===== config.mk =====
export PLATFORM = sky130hd
export DESIGN_NAME = hazard_ctrl_flat
export DESIGN_NICKNAME = d
export VERILOG_FILES = /design/src/rtl/hazard_ctrl_if.sv /design/src/rtl/hazard_ctrl.sv /design/src/flat_wrapper.sv
export SDC_FILE = /design/constraint.sdc
export NUM_CORES = 1
export LEC_CHECK = 0
export CAP_MARGIN = 20
export CORE_UTILIZATION = 28
export DETAILED_ROUTE_END_ITERATION = 6
export PLACE_DENSITY = 0.81
export SLEW_MARGIN = 20
export SYNTH_ARGS = -nofsm -noshare
export SYNTH_HDL_FRONTEND = slang
export SYNTH_SLANG_ARGS = --single-unit

===== constraint.sdc =====
create_clock -name clk -period 3.77 [get_ports clk]
set_input_delay 0.754 -clock clk [delete_from_list [all_inputs] [get_ports clk]]
set_output_delay 0.754 -clock clk [all_outputs]
set_load 0.05 [all_outputs]

===== src/rtl/hazard_ctrl_if.sv =====
// Hazard controller bundle: pipeline register indices/controls in, stall/flush controls out.
// Performance counter signals exist only when HAZARD_PERF_CNT_EN is defined.
interface hazard_ctrl_if #(
  parameter int REG_AW = 5,
  parameter int CNT_W  = 32
);
  logic [REG_AW-1:0] RsD;
  logic [REG_AW-1:0] RtD;
  logic [REG_AW-1:0] RsE;
  logic [REG_AW-1:0] RtE;
  logic [REG_AW-1:0] WriteRegE;
  logic [REG_AW-1:0] WriteRegM;
  logic              RegWriteE;
  logic              MemtoRegE;
  logic              MemtoRegM;
  logic              BranchD;
  logic              PCSrcD;
  logic              ICACHE_stall;
  logic              DCACHE_stall;
  logic              StallF;
  logic              StallD;
  logic              StallE;
  logic              StallM;
  logic              StallW;
  logic              FlushD;
  logic              FlushE;
`ifdef HAZARD_PERF_CNT_EN
  logic [CNT_W-1:0]  perf_lu_cnt;
  logic [CNT_W-1:0]  perf_frz_cnt;
`endif

  modport master (
    output RsD, RtD, RsE, RtE, WriteRegE, WriteRegM,
    output RegWriteE, MemtoRegE, MemtoRegM, BranchD, PCSrcD,
    output ICACHE_stall, DCACHE_stall,
`ifdef HAZARD_PERF_CNT_EN
    input  perf_lu_cnt, perf_frz_cnt,
`endif
    input  StallF, StallD, StallE, StallM, StallW, FlushD, FlushE
  );

  modport slave (
    input  RsD, RtD, RsE, RtE, WriteRegE, WriteRegM,
    input  RegWriteE, MemtoRegE, MemtoRegM, BranchD, PCSrcD,
    input  ICACHE_stall, DCACHE_stall,
`ifdef HAZARD_PERF_CNT_EN
    output perf_lu_cnt, perf_frz_cnt,
`endif
    output StallF, StallD, StallE, StallM, StallW, FlushD, FlushE
  );
endinterface


===== src/rtl/hazard_ctrl.sv =====
// Stall/flush controller for the 5-stage MIPS pipeline (load-use, ID-branch, cache freeze).
// Define HAZARD_PERF_CNT_EN to add saturating load-use and freeze cycle counters.
module hazard_ctrl #(
  parameter int REG_AW = 5,
  parameter int CNT_W  = 32
) (
  input logic          clk,
  input logic          rst_n,
  hazard_ctrl_if.slave hz
);

  typedef enum logic [0:0] {
    ST_RUN    = 1'b0,
    ST_FREEZE = 1'b1
  } state_e;

  localparam logic [REG_AW-1:0] REG_ZERO = '0;

  state_e state_q, state_d;
  logic   flush_pend_q, flush_pend_d;
  logic   match_e_s, match_m_s;
  logic   lu_s, br_s, hzd_s, frz_s, take_s;
  logic   stall_fd_s, stall_emw_s, flush_d_s, flush_e_s;

  function automatic logic reg_match(input logic [REG_AW-1:0] wr,
                                     input logic [REG_AW-1:0] rs,
                                     input logic [REG_AW-1:0] rt);
    return (wr != REG_ZERO) && ((wr == rs) || (wr == rt));
  endfunction

  assign match_e_s = reg_match(hz.WriteRegE, hz.RsD, hz.RtD);
  assign match_m_s = reg_match(hz.WriteRegM, hz.RsD, hz.RtD);
  assign lu_s      = hz.MemtoRegE & match_e_s;
  // An ALU result in EX/MEM is bypassed to the ID comparator, so only loads stall a branch.
  assign br_s      = hz.BranchD & ((hz.RegWriteE & hz.MemtoRegE & match_e_s) |
                                   (hz.MemtoRegM & match_m_s));
  assign hzd_s     = lu_s | br_s;
  assign frz_s     = hz.ICACHE_stall | hz.DCACHE_stall;
  assign take_s    = hz.PCSrcD & ~hzd_s;

  // Next-state and stall/flush decode; a freeze overrides every other request.
  always_comb begin
    state_d      = state_q;
    flush_pend_d = flush_pend_q;
    stall_fd_s   = 1'b0;
    stall_emw_s  = 1'b0;
    flush_d_s    = 1'b0;
    flush_e_s    = 1'b0;
    case (state_q)
      ST_RUN: begin
        if (frz_s) begin
          state_d      = ST_FREEZE;
          flush_pend_d = take_s;
          stall_fd_s   = 1'b1;
          stall_emw_s  = 1'b1;
        end else begin
          stall_fd_s = hzd_s;
          flush_e_s  = hzd_s;
          flush_d_s  = take_s;
        end
      end
      ST_FREEZE: begin
        if (frz_s) begin
          flush_pend_d = flush_pend_q | take_s;
          stall_fd_s   = 1'b1;
          stall_emw_s  = 1'b1;
        end else begin
          state_d      = ST_RUN;
          flush_pend_d = 1'b0;
          stall_fd_s   = hzd_s;
          flush_e_s    = hzd_s;
          flush_d_s    = take_s | flush_pend_q;
        end
      end
      default: begin
        state_d      = ST_RUN;
        flush_pend_d = 1'b0;
      end
    endcase
  end

  // FSM state and the taken-branch flush held across a freeze.
  always_ff @(posedge clk or negedge rst_n) begin
    if (!rst_n) begin
      state_q      <= ST_RUN;
      flush_pend_q <= 1'b0;
    end else begin
      state_q      <= state_d;
      flush_pend_q <= flush_pend_d;
    end
  end

  // While reset is asserted the pipeline is held bubbled with no stage frozen.
  assign hz.StallF = rst_n & stall_fd_s;
  assign hz.StallD = rst_n & stall_fd_s;
  assign hz.StallE = rst_n & stall_emw_s;
  assign hz.StallM = rst_n & stall_emw_s;
  assign hz.StallW = rst_n & stall_emw_s;
  assign hz.FlushD = ~rst_n | flush_d_s;
  assign hz.FlushE = ~rst_n | flush_e_s;

`ifdef HAZARD_PERF_CNT_EN
  localparam logic [CNT_W-1:0] CNT_MAX = '1;
  localparam logic [CNT_W-1:0] CNT_ONE = {{(CNT_W-1){1'b0}}, 1'b1};

  logic [CNT_W-1:0] lu_cnt_q, lu_cnt_d;
  logic [CNT_W-1:0] frz_cnt_q, frz_cnt_d;

  // Saturating increments for the hazard-stall and freeze cycle counters.
  always_comb begin
    lu_cnt_d  = lu_cnt_q;
    frz_cnt_d = frz_cnt_q;
    if (~frz_s & hzd_s & (lu_cnt_q != CNT_MAX)) begin
      lu_cnt_d = lu_cnt_q + CNT_ONE;
    end else begin
      lu_cnt_d = lu_cnt_q;
    end
    if (frz_s & (frz_cnt_q != CNT_MAX)) begin
      frz_cnt_d = frz_cnt_q + CNT_ONE;
    end else begin
      frz_cnt_d = frz_cnt_q;
    end
  end

  // Counter registers.
  always_ff @(posedge clk or negedge rst_n) begin
    if (!rst_n) begin
      lu_cnt_q  <= '0;
      frz_cnt_q <= '0;
    end else begin
      lu_cnt_q  <= lu_cnt_d;
      frz_cnt_q <= frz_cnt_d;
    end
  end

  assign hz.perf_lu_cnt  = lu_cnt_q;
  assign hz.perf_frz_cnt = frz_cnt_q;
`else
  logic [CNT_W-1:0] unused_cnt_s;
  assign unused_cnt_s = '0;
`endif

  // EX source registers are carried on the bundle for symmetry only.
  logic unused_s;
  assign unused_s = ^{hz.RsE, hz.RtE};

endmodule


===== src/flat_wrapper.sv =====
// flat-port wrapper written by rule: the top's interface ports become plain ports
module hazard_ctrl_flat 
#(
  parameter int REG_AW = 5,
  parameter int CNT_W  = 32
)
  (clk, rst_n, hz_RsD, hz_RtD, hz_RsE, hz_RtE, hz_WriteRegE, hz_WriteRegM, hz_RegWriteE, hz_MemtoRegE, hz_MemtoRegM, hz_BranchD, hz_PCSrcD, hz_ICACHE_stall, hz_DCACHE_stall, hz_StallF, hz_StallD, hz_StallE, hz_StallM, hz_StallW, hz_FlushD, hz_FlushE);
  hazard_ctrl_if #(.REG_AW(REG_AW), .CNT_W(CNT_W)) hz_i ();
  input logic clk;
  input logic rst_n;
  input wire logic [$bits(hz_i.RsD)-1:0] hz_RsD;
  input wire logic [$bits(hz_i.RtD)-1:0] hz_RtD;
  input wire logic [$bits(hz_i.RsE)-1:0] hz_RsE;
  input wire logic [$bits(hz_i.RtE)-1:0] hz_RtE;
  input wire logic [$bits(hz_i.WriteRegE)-1:0] hz_WriteRegE;
  input wire logic [$bits(hz_i.WriteRegM)-1:0] hz_WriteRegM;
  input wire logic [$bits(hz_i.RegWriteE)-1:0] hz_RegWriteE;
  input wire logic [$bits(hz_i.MemtoRegE)-1:0] hz_MemtoRegE;
  input wire logic [$bits(hz_i.MemtoRegM)-1:0] hz_MemtoRegM;
  input wire logic [$bits(hz_i.BranchD)-1:0] hz_BranchD;
  input wire logic [$bits(hz_i.PCSrcD)-1:0] hz_PCSrcD;
  input wire logic [$bits(hz_i.ICACHE_stall)-1:0] hz_ICACHE_stall;
  input wire logic [$bits(hz_i.DCACHE_stall)-1:0] hz_DCACHE_stall;
  output wire logic [$bits(hz_i.StallF)-1:0] hz_StallF;
  output wire logic [$bits(hz_i.StallD)-1:0] hz_StallD;
  output wire logic [$bits(hz_i.StallE)-1:0] hz_StallE;
  output wire logic [$bits(hz_i.StallM)-1:0] hz_StallM;
  output wire logic [$bits(hz_i.StallW)-1:0] hz_StallW;
  output wire logic [$bits(hz_i.FlushD)-1:0] hz_FlushD;
  output wire logic [$bits(hz_i.FlushE)-1:0] hz_FlushE;
  assign hz_i.RsD = hz_RsD;
  assign hz_i.RtD = hz_RtD;
  assign hz_i.RsE = hz_RsE;
  assign hz_i.RtE = hz_RtE;
  assign hz_i.WriteRegE = hz_WriteRegE;
  assign hz_i.WriteRegM = hz_WriteRegM;
  assign hz_i.RegWriteE = hz_RegWriteE;
  assign hz_i.MemtoRegE = hz_MemtoRegE;
  assign hz_i.MemtoRegM = hz_MemtoRegM;
  assign hz_i.BranchD = hz_BranchD;
  assign hz_i.PCSrcD = hz_PCSrcD;
  assign hz_i.ICACHE_stall = hz_ICACHE_stall;
  assign hz_i.DCACHE_stall = hz_DCACHE_stall;
  assign hz_StallF = hz_i.StallF;
  assign hz_StallD = hz_i.StallD;
  assign hz_StallE = hz_i.StallE;
  assign hz_StallM = hz_i.StallM;
  assign hz_StallW = hz_i.StallW;
  assign hz_FlushD = hz_i.FlushD;
  assign hz_FlushE = hz_i.FlushE;
  hazard_ctrl #(.REG_AW(REG_AW), .CNT_W(CNT_W)) u_core (.clk(clk), .rst_n(rst_n), .hz(hz_i));
endmodule

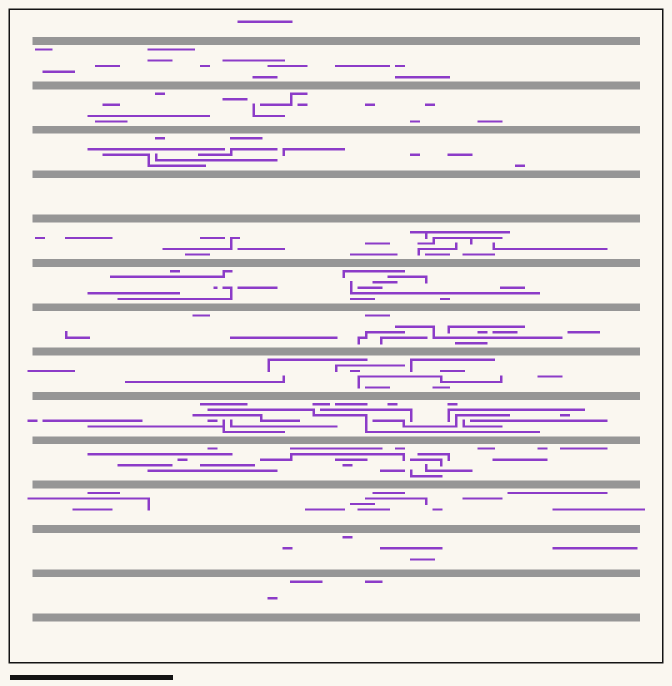
**Above:** run 1 (met1 routing).
Bar = 10 µm. Supply wires on this layer in gray.
wire length on this layer	469 µm
longest straight run	11.5 µm

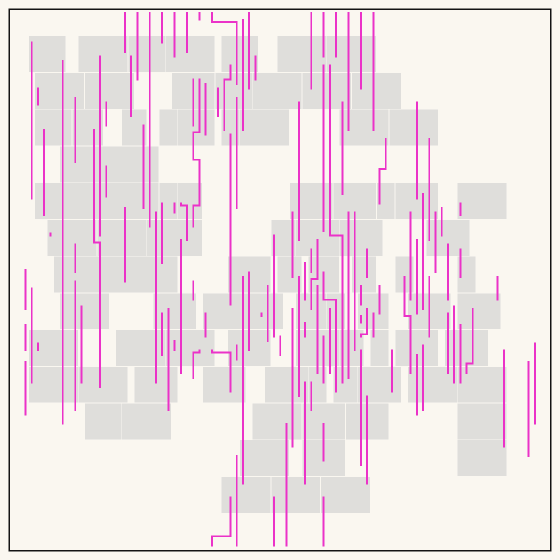
**Above:** run 1 (metal 2).
Cells faint in the background.
main direction	vertical
wire length on this layer	681 µm

==> impl_metrics.tcl, run 1 <==
# metrics dict for downstream scripts
set metrics [dict create \
    hp-start "u_core.flush_pend_q" \
    clk-insertion-delay-late_ns 0.23 \
    final.setup.worst_slack_ns 0.467 \
    antenna_found_initial 0 \
    power_w 0.000178 \
    grt_max_degree 7 \
    lay_top_count "clkdlybuf4s50_1" \
    whs_path_depth 1 \
    pwr.group.clock_w 0.0000483 \
    p_leak_nw 0.269 \
    compound_area_share_pct 18.9 \
    seqPwrFrac_pct 14.0 \
    reg_top3 "u_core.flush_pend_q x1, u_core.state_q x1" \
    power_leader "combinational logic" \
    cts_resized 0 \
    routed_via_density 4.83 \
    via_count 483 \
    fin_skew_ns 0.00175 \
    grt_pass1_vias 506 \
    place_ws_ns 0.477 \
    cp-end-kind "output port" \
    crit_end "hz_StallF" \
    internal-power_w 0.000115 \
    simple_gate_area_share_pct 16.7 \
    drt_iter0_markers 11 \
    die_h_um 40.0 \
    logic_family "XOR/XNOR gates" \
    mostFrequentLayoutCells "clkdlybuf4s50_1, xnor2_1, nand2_1" \
    max-vdd-ir-drop_mv 0.167 \
    syn_to_final_growth_pct 89.5 \
    warnings 37 \
    io_pins 46 \
    crit_type "input port to output port" \
    p_switching_w 0.0000627 \
    outcome "finished clean" \
    xor_share_pct 45.5 \
    final.setup.tns_ns 0 \
    cts_hold_buf 0 \
    cp.arrival_ns 2.55 \
    combPwrFrac_pct 58.8 \
    clock_path_buffers 2 \
    r2r_end "u_core.flush_pend_q" \
    fp.coreArea_um2 1320 \
    synth_cells 51 \
    port_buffers 34 \
    crit_chain "clkdlybuf4s50_1 > or3_1 > o311a_1 > a32oi_2 > a21boi_0 > buf_4" \
    rows 13 \
    crit_family "AND-OR/OR-AND gates" \
    die_area_um2 1600 \
    yosysUniqueCellTypes 17 \
    ys_ff 2 \
    cap_violations 0 \
    synth.area.top_cells "xnor2_1, dfrtp_1, buf_4, nand2_1, nand3_1" \
    tightestPinTransition_ns 0.503 \
    p_comb_w 0.000104 \
    fa_ha_area_share_pct 0 \
    cts-root-buf "clkbuf_4" \
    fin_area_um2 766 \
    r2r_start "u_core.state_q" \
    ys_seq_share_pct 12.4 \
    start_kind "input port" \
    top_cell "xnor2_1" \
    slowest_stage "clkdlybuf4s50_1" \
    edf_count 0 \
    crit_fanout 4 \
    ant_nets 0 \
    netlist.area_leader.share_pct 45.5 \
    post-route-period-util_pct 87.6 \
    dpl-instance-area_um2 743 \
    drive_gt1_share_pct 11.8 \
    worst-r2r-setup-slack_ns 2.93 \
    die_w_um 40.0 \
    wl_per_cell_um 12.0 \
    finalSetupViolCount 0 \
    powerSeq_w 0.0000249 \
    cts_max_level 1 \
    crit_cells 6 \
    dr.pass1.iters 4 \
    slew_violations 0 \
    syn-num-nets 90 \
    hold_class "flip-flop to flip-flop" \
    relSlewSlack_pct 66.4 \
    post-cts-setup-buffers 0 \
    nets 126 \
]
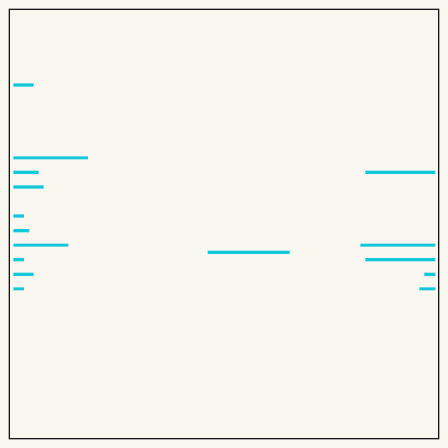
**Above:** run 1 (metal 3).
share of all routed wire	4.2%
longest straight run	7.40 µm
main direction	horizontal
nets with wire on the layer	16
Routed WL: 1200 µm
met3 GRT Util: 3.89%

==> run 1: per-layer routing <==
| layer | track usage (%) | share of wire (%) | up-vias |
|---|---|---|---|
| met5 | 0 | 0 | - |
| met4 | 10.3 | 0 | 0 |
| met3 | 3.89 | 4.2 | 0 |
| met2 | 31.5 | 57 | 17 |
| met1 | 18.8 | 39 | 225 |
| li1 | - | - | 241 |
==> run 1: cell type report <==
class	instances	area, µm²
clock buffer	3	22.5
fill	126	552
inverter	1	3.75
multi-input combinational	45	328
sequential	2	50.0
tap	15	18.8
timing repair buffer	34	343
==> run 1: per-stage QoR <==
step           util (%)  cells  hold WS [ns]
2_1_floorplan         -     51         0.458
3_3_place_gp       56.4     97         0.475
3_5_place_dp       56.4     97         0.486
4_1_cts            58.1    100         0.493
5_1_grt            58.1    100         0.516
6_report           58.1    100         0.489
**Run 1: cells colored by class**

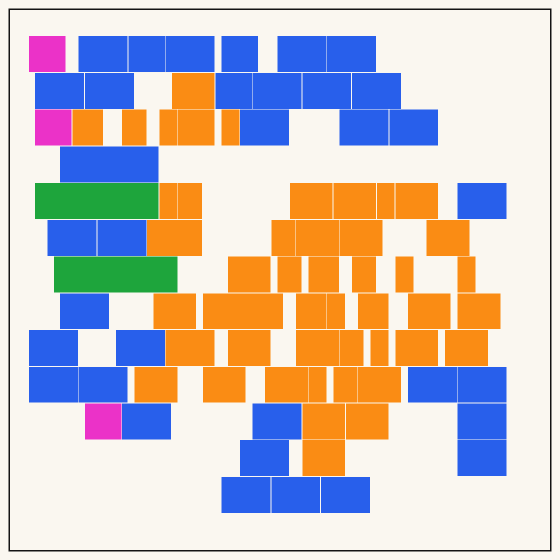

==> run 2: changes to the inputs <==
--- a/config.mk
+++ b/config.mk
@@ -6,9 +6,9 @@
 export NUM_CORES = 1
 export LEC_CHECK = 0
 export CAP_MARGIN = 20
-export CORE_UTILIZATION = 28
+export CORE_UTILIZATION = 26
 export DETAILED_ROUTE_END_ITERATION = 6
-export PLACE_DENSITY = 0.81
+export PLACE_DENSITY = 0.76
 export SLEW_MARGIN = 20
 export SYNTH_ARGS = -nofsm -noshare
 export SYNTH_HDL_FRONTEND = slang
==> constraint.sdc (replaced) <==
create_clock -name clk -period 3.45 [get_ports clk]
set_input_delay 0.69 -clock clk [delete_from_list [all_inputs] [get_ports clk]]
set_output_delay 0.69 -clock clk [all_outputs]
set_load 0.05 [all_outputs]
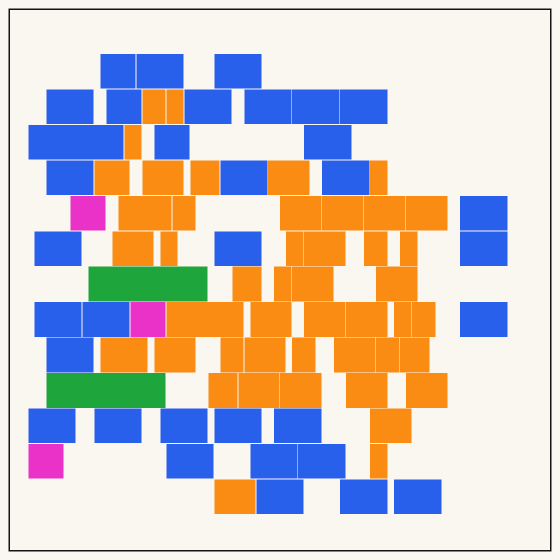
**Above:** run 2 (cells colored by class).
color	class	cells	share of their area
magenta	clock drivers	3	3.0%
orange	combinational and other logic	46	44%
blue	remaining buffers and delay cells	34	46%
green	sequential cells	2	6.7%

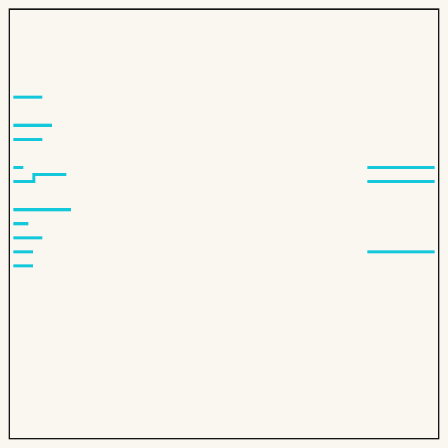
**Above:** run 2 (metal 3).
main direction	horizontal
longest straight run	6.20 µm
Via Count: 468
met3 GRT Util: 1.30%
Routed WL: 1150 µm

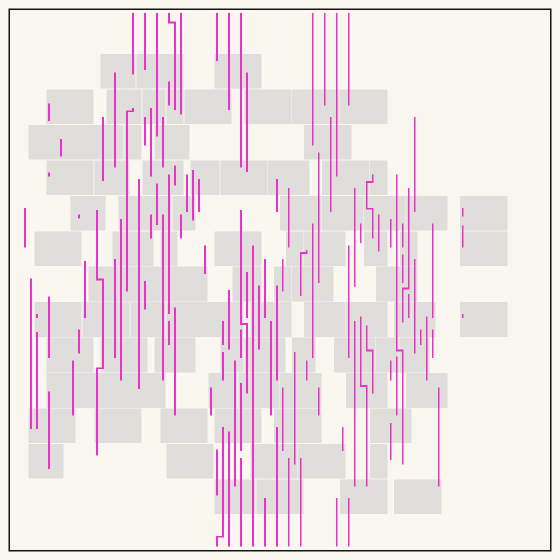
**Above:** run 2 (metal 2).
Cells faint in the background.
nets with wire on the layer	100
main direction	vertical

==> impl_metrics.tcl, run 2 <==
# metrics dict for downstream scripts
set metrics [dict create \
    slew_violations 0 \
    rows 13 \
    cp.arrival_ns 2.47 \
    post-cts-setup-buffers 0 \
    yosysUniqueCellTypes 17 \
    final.setup.tns_ns 0 \
    final_cells 100 \
    netlist.area_leader.share_pct 45.5 \
    port_buffers 34 \
    p_leak_nw 0.270 \
    place_ws_ns 0.303 \
    p_switching_w 0.0000652 \
    syn-num-nets 90 \
    powerSeq_w 0.0000274 \
    cts_hold_buf 0 \
    die_w_um 41.4 \
    mostFrequentLayoutCells "clkdlybuf4s50_1, xnor2_1, nand2_1" \
    seqPwrFrac_pct 14.3 \
    syn_to_final_growth_pct 89.5 \
    drt-met1-wl_um 454 \
    fin_skew_ns 0.000804 \
    finish.utilization_pct 56.0 \
    synthFlopType "dfrtp_1" \
    worst-r2r-setup-slack_ns 2.61 \
    cp-end-kind "output port" \
    post-route-period-util_pct 91.6 \
    io_pins 46 \
    met2_wirelength_um 649 \
    die_h_um 41.4 \
    edf_count 0 \
    power_w 0.000191 \
    power_leader "combinational logic" \
    dpl-instance-area_um2 743 \
    route.met3.wl_um 45 \
    die_area_um2 1720 \
    drt_iter0_markers 0 \
    drive_gt1_share_pct 11.8 \
    cts-root-buf "clkbuf_4" \
    simple_gate_area_share_pct 16.7 \
    outcome "finished clean" \
    start_kind "input port" \
    crit_fanout 4 \
    compound_area_share_pct 18.9 \
    lay_top_count "clkdlybuf4s50_1" \
    cts_resized 0 \
    top_usage_layer "met2" \
    whs_ns 0.510 \
    clk-insertion-delay-late_ns 0.22 \
    grt_overflow 0 \
    dr.pass1.iters 1 \
    hold_class "flip-flop to flip-flop" \
    wl_per_cell_um 11.5 \
    slowest_stage "clkdlybuf4s50_1" \
    clock_path_buffers 2 \
    met1_usage_pct 14.9 \
    max-vdd-ir-drop_mv 0.137 \
    warnings 37 \
    ys_seq_share_pct 12.4 \
    synth_cells 51 \
    cap_violations 0 \
    routed_via_density 4.68 \
    internal-power_w 0.000126 \
    crit_chain "clkdlybuf4s50_1 > or3_1 > o311a_1 > a32oi_2 > a31o_2 > buf_12" \
    relSlewSlack_pct 66.5 \
    tightestPinTransition_ns 0.501 \
    finalSetupViolCount 0 \
    nets 126 \
    antenna_found_initial 0 \
    top_layer_used "met3" \
    p_comb_w 0.000113 \
    ant_nets 0 \
    fa_ha_area_share_pct 0 \
    logic_family "XOR/XNOR gates" \
    reg_top3 "u_core.flush_pend_q x1, u_core.state_q x1" \
    crit_type "input port to output port" \
    final.setup.worst_slack_ns 0.289 \
    pwr.group.clock_w 0.0000503 \
    top_cell "xnor2_1" \
]
-- run 2: cell counts after synthesis --
No cell type changed its count.
-- run 2: final timing paths --
check                                      end  depth (start not counted)                start
max in group asynchronous  u_core.flush_pend_q                          1                rst_n
hold reg to reg            u_core.flush_pend_q                          1  u_core.flush_pend_q
hold / removal             u_core.flush_pend_q                          1  u_core.flush_pend_q
min in group asynchronous       u_core.state_q                          1                rst_n
setup / recovery                     hz_FlushD                          6      hz_WriteRegM[1]
setup reg to reg           u_core.flush_pend_q                          2       u_core.state_q
-- run 2: layout make-up --
class / count / area (µm²)
timing repair buffer: 34 / 343
clock buffer: 3 / 22.5
multi-input combinational: 45 / 328
tap: 15 / 18.8
sequential: 2 / 50.0
inverter: 1 / 3.75
fill: 137 / 601
**Run 2: track usage over the die**

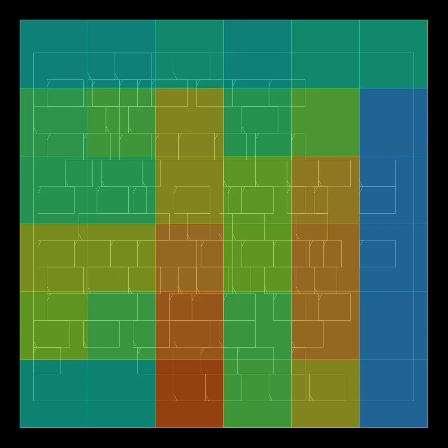

==> run 3: changes to the inputs <==
==> constraint.sdc (replaced) <==
create_clock -name clk -period 3.45 [get_ports clk]
set_input_delay 0.69 -clock clk [delete_from_list [all_inputs] [get_ports clk]]
set_output_delay 0.69 -clock clk [all_outputs]
set_load 0.01 [all_outputs]
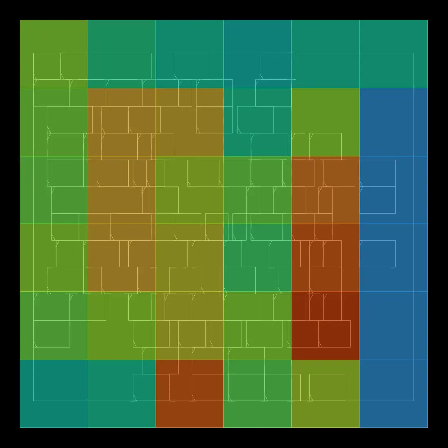
**Above:** run 3 (track usage over the die).
All-Layer GR Usage: 15.2%
GRT busiest layer: met2
met3 GRT Util: 2.61%

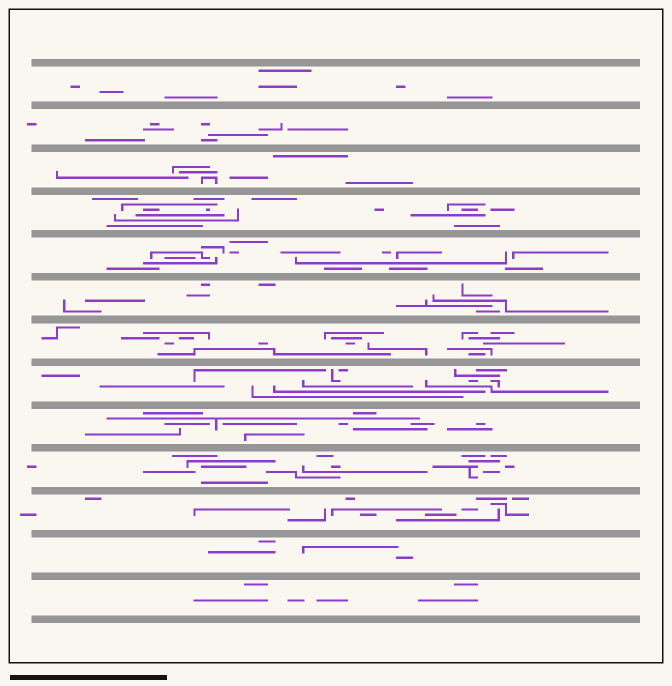
**Above:** run 3 (met1 routing).
Bar = 10 µm. Supply wires on this layer in gray.
main direction	horizontal
longest straight run	19.8 µm
share of all routed wire	41%
wire length on this layer	473 µm

==> impl_metrics.tcl, run 3 <==
# metrics dict for downstream scripts
set metrics [dict create \
    start_kind "input port" \
    io_pins 46 \
    crit_cells 7 \
    drive_gt1_share_pct 10.2 \
    nets 129 \
    holdPathEnd "u_core.flush_pend_q" \
    crit_end "hz_StallF" \
    relSlewSlack_pct 83.9 \
    lay_top_count "clkdlybuf4s50_1" \
    syn_to_final_growth_pct 95.0 \
    dpl-instance-area_um2 763 \
    dr.pass1.iters 3 \
    finish.utilization_pct 57.7 \
    r2r_start "u_core.state_q" \
    cp-end-kind "output port" \
    whs_ns 0.518 \
    outcome "finished clean" \
    top_cell "xnor2_1" \
    finalSetupViolCount 0 \
    rows 13 \
    logic_family "XOR/XNOR gates" \
    internal-power_w 0.000126 \
    port_buffers 34 \
    final.setup.tns_ns 0 \
    die_w_um 41.4 \
    synth-async-reset-ratio_pct 100 \
    power_w 0.000173 \
    p_comb_w 0.0000965 \
    ys_seq_share_pct 12.4 \
    crit_chain "clkdlybuf4s50_1 > xnor2_1 > nand3_1 > o22ai_1 > a32oi_2 > a21boi_1 > clkdlybuf4s50_1" \
    clock_path_buffers 2 \
    seqPwrFrac_pct 15.9 \
    mostFrequentLayoutCells "clkdlybuf4s50_1, xnor2_1, nand2_1" \
    tightestPinTransition_ns 0.241 \
    synth_cells 51 \
    cp.arrival_ns 2.65 \
    p_leak_nw 0.282 \
    combPwrFrac_pct 55.7 \
    r2r_end "u_core.flush_pend_q" \
    die_area_um2 1720 \
    cts_resized 0 \
    antenna_found_initial 0 \
    hp-start "u_core.flush_pend_q" \
    final.setup.worst_slack_ns 0.113 \
    reg_top3 "u_core.flush_pend_q x1, u_core.state_q x1" \
    syn-num-nets 90 \
    powerSeq_w 0.0000276 \
    routed_via_density 4.64 \
    ant_nets 0 \
    fin_skew_ns 0.00298 \
    die_h_um 41.4 \
    post-cts-setup-buffers 0 \
    netlist.area_leader.share_pct 45.5 \
    place_ws_ns 0.0450 \
    synthFlopType "dfrtp_1" \
    compound_area_share_pct 18.9 \
    post-route-period-util_pct 96.7 \
    ys_warn_count 0 \
    power_leader "combinational logic" \
    p_switching_w 0.0000473 \
    clk-insertion-delay-late_ns 0.22 \
    max-vdd-ir-drop_mv 0.168 \
    drt_iter0_markers 5 \
    simple_gate_area_share_pct 16.7 \
    warnings 37 \
    cts_hold_buf 0 \
    cap_violations 0 \
    ys_ff 2 \
]
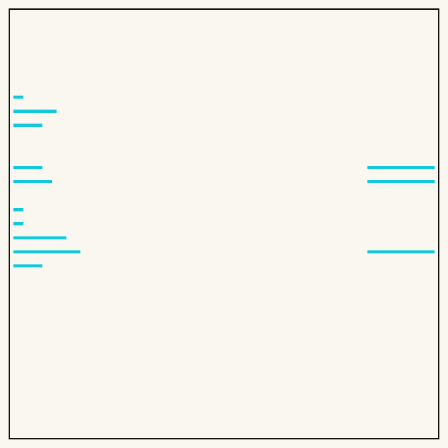
**Above:** run 3 (metal 3).
wire length on this layer	46.7 µm
nets with wire on the layer	13
share of all routed wire	4.1%
Routed WL: 1150 µm
Via Count: 478

run 3: cell counts after synthesis:
Identical to the previous run, type by type.
run 3: layout make-up:
cell class                      instances  area [µm²]
Clock buffer                            3        22.5
Fill cell                             135         578
Inverter                                1        3.75
Multi-Input combinational cell         45         328
Sequential cell                         2        50.0
Tap cell                               15        18.8
Timing Repair Buffer                   37         365
run 3: cells by family (layout without fill, tap and decap cells):
group,count (synthesis),count (layout)
xor gates and xnor gates,21,21
AOI/OAI and AO/OA,9,9
DFF,2,2
buffers and inverters,4,41
and+or+nand+nor,15,15
run 3: routing by layer:
layer  wire length [µm]  vias to the layer above  track usage (%)
met2                634                       13             28.7
met5                  0                        -                0
li1                   -                      249                -
met3                 46                        0             2.61
met1                472                      216             15.6
met4                  0                        0             7.74
